===== config.mk =====
export PLATFORM = sky130hd
export DESIGN_NAME = bcd2bin_seq
export DESIGN_NICKNAME = d
export VERILOG_FILES = /design/src/rtl/bcd2bin_pkg.sv /design/src/rtl/bcd_sub3.sv /design/src/rtl/bcd2bin_seq.sv
export SDC_FILE = /design/constraint.sdc
export NUM_CORES = 1
export LEC_CHECK = 0
export CORE_UTILIZATION = 43
export DETAILED_ROUTE_END_ITERATION = 7
export DONT_BUFFER_PORTS = 1
export GPL_ROUTABILITY_DRIVEN = 0
export GPL_TIMING_DRIVEN = 0
export PLACE_DENSITY = 0.56
export SETUP_SLACK_MARGIN = 0.15
export SKIP_CTS_REPAIR_TIMING = 1
export SKIP_LAST_GASP = 1
export SLEW_MARGIN = 30
export SYNTH_ARGS = -nofsm -noshare
export SYNTH_HDL_FRONTEND = slang
export SYNTH_HIERARCHICAL = 1
export SYNTH_SLANG_ARGS = --single-unit

===== constraint.sdc =====
create_clock -name clk -period 1.6 [get_ports clk]
set_clock_uncertainty 0.2 [all_clocks]
set_input_delay 0.48 -clock clk [delete_from_list [all_inputs] [get_ports clk]]
set_output_delay 0.48 -clock clk [all_outputs]
set_load 0.005 [all_outputs]

===== src/rtl/bcd2bin_pkg.sv =====
// Shared types and constants for the sequential BCD-to-binary converter.
// Optional input digit check is enabled with BCD2BIN_CHECK_EN.
package bcd2bin_pkg;

    typedef enum logic [1:0] {
        IDLE,
        SHIFT,
        DONE
    } state_t;

    localparam logic [3:0] BCD_MAX_DIGIT = 4'd9;
    localparam logic [3:0] DABBLE_THRESH = 4'd8;
    localparam logic [3:0] DABBLE_CORR   = 4'd3;

    function automatic logic digit_bad(input logic [3:0] d);
        return d > BCD_MAX_DIGIT;
    endfunction

endpackage


===== src/rtl/bcd_sub3.sv =====
// Reverse double-dabble digit correction: subtract 3 from any digit >= 8.
module bcd_sub3
    import bcd2bin_pkg::*;
(
    input  logic [3:0] digit,
    output logic [3:0] fixed
);

    assign fixed = (digit >= DABBLE_THRESH) ? digit - DABBLE_CORR : digit;

endmodule


===== src/rtl/bcd2bin_seq.sv =====
// Sequential BCD-to-binary converter, one reverse double-dabble step per clock.
// Define BCD2BIN_CHECK_EN to reject inputs holding a digit above 9.
module bcd2bin_seq
    import bcd2bin_pkg::*;
#(
    parameter int DIGITS = 3,
    parameter int BIN_W  = 10
) (
    input  logic                  clk,
    input  logic                  rst_n,
    input  logic                  start,
    input  logic [4*DIGITS-1:0]   bcd_in,
    output logic                  busy,
    output logic                  done,
    output logic [BIN_W-1:0]      bin_out,
    output logic                  err
);

    localparam int DW = 4 * DIGITS;
    localparam int W  = DW + BIN_W;
    localparam int CW = $clog2(BIN_W + 1);

    state_t          state;
    state_t          nxt;
    logic [W-1:0]    work;
    logic [W-1:0]    shifted;
    logic [DW-1:0]   fixed;
    logic [CW-1:0]   cnt;
    logic            bad_in;
    logic            bad_q;

    assign shifted = work >> 1;

    for (genvar g = 0; g < DIGITS; g++) begin : g_dig
        bcd_sub3 u_sub3 (
            .digit (shifted[BIN_W + 4*g +: 4]),
            .fixed (fixed[4*g +: 4])
        );
    end

`ifdef BCD2BIN_CHECK_EN
    always_comb begin
        bad_in = 1'b0;
        for (int i = 0; i < DIGITS; i++) begin
            bad_in = bad_in | digit_bad(bcd_in[4*i +: 4]);
        end
    end
`else
    assign bad_in = 1'b0;
    assign err    = 1'b0;
`endif

    assign busy = (state == SHIFT);

    always_ff @(posedge clk or negedge rst_n) begin
        if (!rst_n) begin
            state <= IDLE;
        end else begin
            state <= nxt;
        end
    end

    always_comb begin
        nxt = state;
        unique case (state)
            IDLE: begin
                if (start) begin
                    nxt = bad_in ? DONE : SHIFT;
                end
            end
            SHIFT: begin
                if (cnt == CW'(BIN_W - 1)) begin
                    nxt = DONE;
                end
            end
            DONE: begin
                nxt = IDLE;
            end
            default: begin
                nxt = IDLE;
            end
        endcase
    end

    always_ff @(posedge clk or negedge rst_n) begin
        if (!rst_n) begin
            work    <= '0;
            cnt     <= '0;
            bad_q   <= 1'b0;
            bin_out <= '0;
            done    <= 1'b0;
`ifdef BCD2BIN_CHECK_EN
            err     <= 1'b0;
`endif
        end else begin
            done <= 1'b0;
            case (state)
                IDLE: begin
                    if (start) begin
                        work  <= {bcd_in, {BIN_W{1'b0}}};
                        cnt   <= '0;
                        bad_q <= bad_in;
                    end
                end
                SHIFT: begin
                    work <= {fixed, shifted[BIN_W-1:0]};
                    cnt  <= cnt + CW'(1);
                end
                DONE: begin
                    // Rejected input reports zero rather than stale work bits
                    bin_out <= bad_q ? '0 : work[BIN_W-1:0];
                    done    <= 1'b1;
`ifdef BCD2BIN_CHECK_EN
                    err     <= bad_q;
`endif
                end
                default: begin
                end
            endcase
        end
    end

endmodule


**Run 1: I/O nets highlighted**

The bar under the picture is 20 um long.
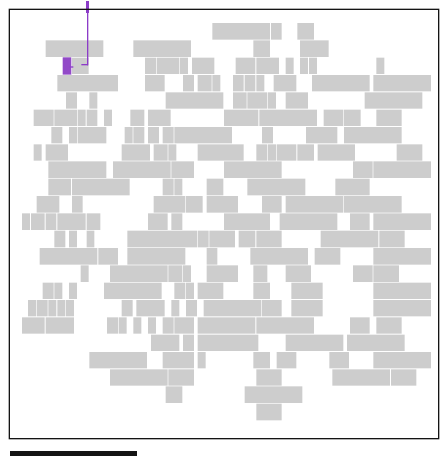
- err: purple (direction output; edge top; end cells 1; wire 9.70 um)
Ports: 28
IO buf count: 0

**Run 1: metal 1**

The bar under the picture is 20 um long. Supply wires on this layer in gray. Cells faint in the background.
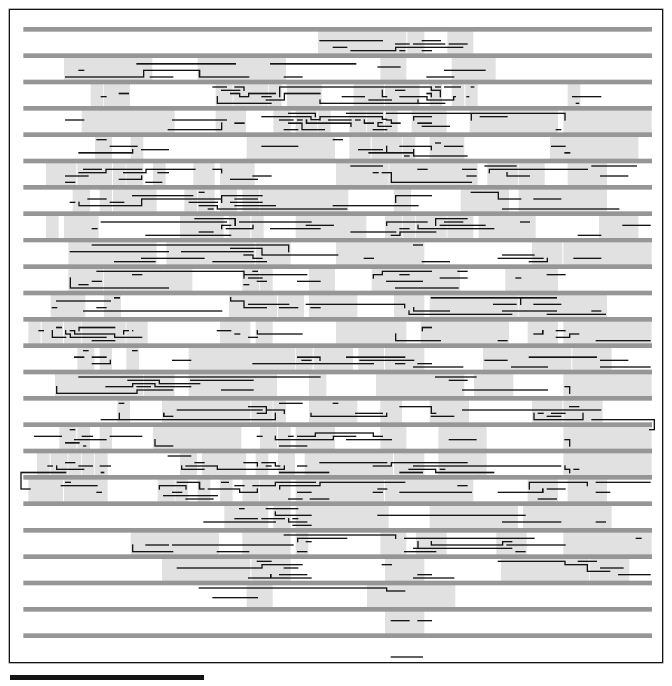
- main direction: horizontal
- nets with wire on the layer: 180
- wire length on this layer: 1490 um
- longest straight run: 24.8 um
vias: 1214
met1 Resource Use GR: 0.1930
Post-Route WL: 3.493 mm

==> impl_metrics.toml, run 1 <==
# synthesis and place-and-route metrics
[run_status]
status = "complete, but fails checks"
violations = "hold timing, setup timing"

[yosys]
yosysTopAreaCell = "dfrtp_1"
ys_sh_aoi = 0.1141
yosys.area_share.xor_xnor = 0.02869
synth-async-reset-ratio = 1.000
ys_top_cells_by_area = "dfrtp_1, mux2i_1, ha_1"
synth_flop_count = 39
ys_area_mm2 = 0.001832

[power]
combinationalPowerShare = 0.438
comb-power_mw = 2.09
power_leader = "combinational logic"

[sta]
timing.hold.ws_ns = -0.3286
finalSetupTns_ns = -0.1965
timing.final.ws_setup_ns = -0.1965
hold_viol = 39
finalSetupViolCount = 1
slew_viol_final = 0

[setup_path]
cp.depth = 4
required_ns = 0.92
crit_family = "flip-flops"
timing.rr.end = "work[20]"
cp_slowest_cell = "dfrtp_1"
end_kind = "output port"

[placement]
place_ws_ns = 0.008635
detailedPlacementHpwl_mm = 2.213

[routing]
dr.first_iter.drc_count = 42

[layout]
area_growth_pct = 21.31
largest_reg_flops = 22
comb_area_um2 = 797.0

[clock_tree]
root_buffer = "clkbuf_8"
**Run 1: congestion heat map**

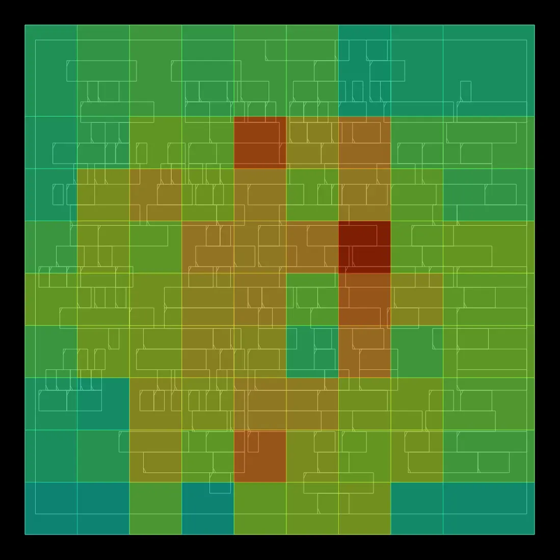
GRT met3 Usage: 0.03885
grt met2 use: 0.2688
drt wl/cell: 14.80 um
busiest layer in global routing: met2
Final Util: 0.5476

**Run 1: sequential cells grouped by signal name**

The bar under the picture is 20 um long. Other sequential cells in the stronger gray, the rest of the logic in the fainter gray.
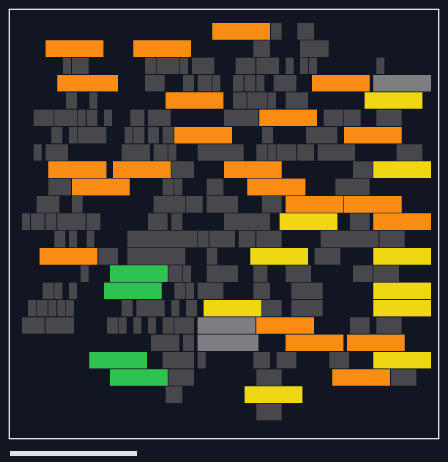
- cnt: green (placed flops 4)
- work: orange (placed flops 22; where spread over the die)
- bin_out: yellow (placed flops 10)
- not colored: 3

==> run 2: changes to the inputs <==
--- a/config.mk
+++ b/config.mk
@@ -5,12 +5,12 @@
 export SDC_FILE = /design/constraint.sdc
 export NUM_CORES = 1
 export LEC_CHECK = 0
-export CORE_UTILIZATION = 43
+export CORE_UTILIZATION = 38
 export DETAILED_ROUTE_END_ITERATION = 7
 export DONT_BUFFER_PORTS = 1
 export GPL_ROUTABILITY_DRIVEN = 0
 export GPL_TIMING_DRIVEN = 0
-export PLACE_DENSITY = 0.56
+export PLACE_DENSITY = 0.5
 export SETUP_SLACK_MARGIN = 0.15
 export SKIP_CTS_REPAIR_TIMING = 1
 export SKIP_LAST_GASP = 1
**Run 2: signal wires by layer**

Two of the layers only.
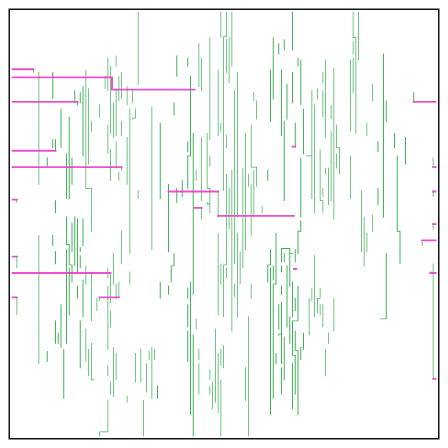
- M2: green (wire length 1720 um)
- M3: magenta (wire length 125 um)

==> run 2 against run 1 <==
The flow still finishes with violations (hold timing, setup timing). Sequential share of layout area increased by 0.32 points. Die size rose by 13%. Worst setup slack lost 0.024 ns. Routed wire length is 0.20% higher. Final area shrank 0.73%. Combinational power down 3%. Register-to-register slack barely moved. Via count is 0.66% lower. Critical path depth unchanged. Flip-flop count did not move. Total power fell by 2.0%. Clock-buffer cell count shrank 1. Critical path type unchanged. Largest power group unchanged.
==> impl_metrics.toml, run 2 <==
# synthesis and place-and-route metrics
[setup_path]
crit_family = "flip-flops"
cp_slowest_cell = "dfrtp_1"
cp.depth = 4
end_kind = "output port"

[yosys]
synth_flop_count = 39
ys_sh_aoi = 0.1141
ys_area_mm2 = 0.001832
synth-async-reset-ratio = 1.000
yosysTopAreaCell = "dfrtp_1"

[sta]
timing.final.ws_setup_ns = -0.2207
timing.hold.ws_ns = -0.3242
finalSetupViolCount = 1
slew_viol_final = 0
hold_viol = 39

[clock_tree]
root_buffer = "clkbuf_8"

[power]
comb-power_mw = 2.02
power_leader = "combinational logic"

[run_status]
status = "complete, but fails checks"
violations = "hold timing, setup timing"

[grt]
met1_usage = 0.1712

[layout]
comb_area_um2 = 808.3

[placement]
detailedPlacementHpwl_mm = 2.185

[routing]
dr.first_iter.drc_count = 84
vias = 1206
**Run 2: metal 1**

The bar under the picture is 20 um long. Supply wires on this layer in gray. Cells faint in the background.
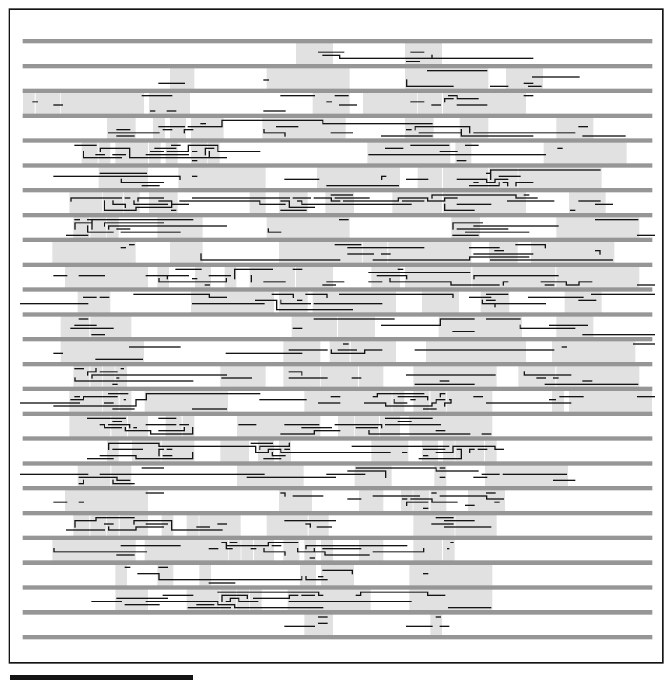
- longest straight run: 21.2 um
- share of all routed wire: 46%

==> run 3: changes to the inputs <==
--- a/config.mk
+++ b/config.mk
@@ -5,16 +5,16 @@
 export SDC_FILE = /design/constraint.sdc
 export NUM_CORES = 1
 export LEC_CHECK = 0
-export CORE_UTILIZATION = 38
+export CORE_UTILIZATION = 44
 export DETAILED_ROUTE_END_ITERATION = 7
 export DONT_BUFFER_PORTS = 1
 export GPL_ROUTABILITY_DRIVEN = 0
 export GPL_TIMING_DRIVEN = 0
-export PLACE_DENSITY = 0.5
+export PLACE_DENSITY = 0.57
 export SETUP_SLACK_MARGIN = 0.15
 export SKIP_CTS_REPAIR_TIMING = 1
 export SKIP_LAST_GASP = 1
-export SLEW_MARGIN = 30
+export SLEW_MARGIN = 15
 export SYNTH_ARGS = -nofsm -noshare
 export SYNTH_HDL_FRONTEND = slang
 export SYNTH_HIERARCHICAL = 1
==> run 3 against run 2 <==
The flow still finishes with violations (hold timing, setup timing). Sequential power barely moved. Flip-flop count unchanged. Highest routed layer unchanged. Non-clock buffer count increased by 2. Cell count did not move. Clock power fell by 19%. Critical path depth unchanged. Total power is 3.4% lower. Die size fell by 13%. Via count is 2.7% higher.
==> impl_metrics.toml, run 3 <==
# synthesis and place-and-route metrics
[run_status]
status = "complete, but fails checks"
violations = "hold timing, setup timing"

[routing]
vias = 1238
dr.first_iter.drc_count = 72

[sta]
finalSetupViolCount = 1
slew_viol_final = 0
hold_viol = 39
timing.hold.ws_ns = -0.3290
timing.final.ws_setup_ns = -0.1757

[yosys]
ys_area_mm2 = 0.001832
ys_top_cells_by_area = "dfrtp_1, mux2i_1, ha_1"
yosys.area_share.xor_xnor = 0.02869
ys_sh_aoi = 0.1141
synth_flop_count = 39
yosysTopAreaCell = "dfrtp_1"

[clock_tree]
root_buffer = "clkbuf_8"

[floorplan]
ioPinCount = 28

[setup_path]
required_ns = 0.92
timing.rr.end = "work[21]"
end_kind = "output port"
crit_family = "flip-flops"

[grt]
busiest_layer = "met2"
met1_usage = 0.1924
grt_use_met2 = 0.2934

[layout]
largest_reg_flops = 22
area_growth_pct = 20.35

[power]
combinationalPowerShare = 0.449

[placement]
port_buffers = 0
**Run 3: I/O nets highlighted**

The bar under the picture is 20 um long.
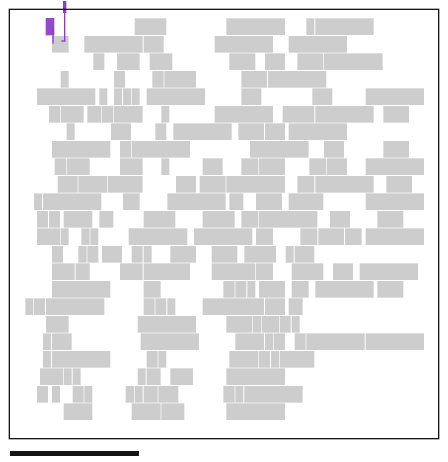
- err: purple (direction output; edge top; end cells 1; wire 7.40 um)

**Run 3: metal 1**

The bar under the picture is 20 um long. Supply wires on this layer in gray. Cells faint in the background.
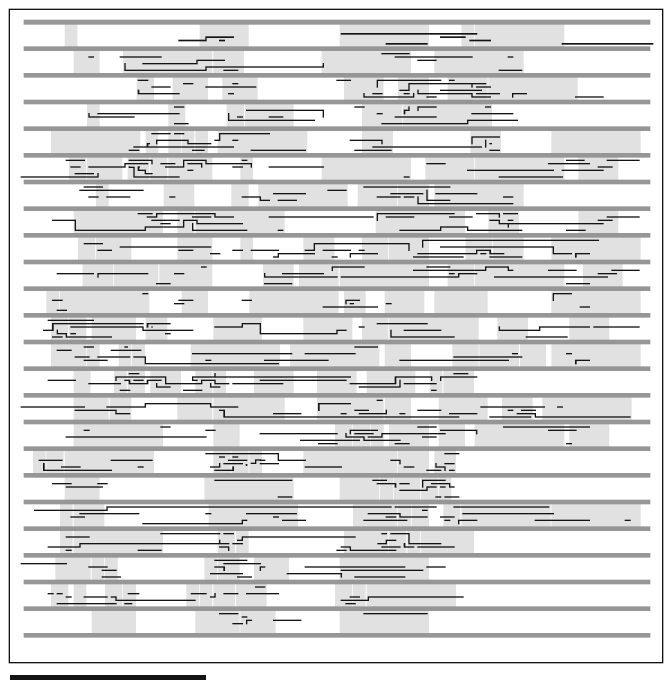
- wire length on this layer: 1490 um
- longest straight run: 29.0 um

Power and IR drop assume default switching activity.
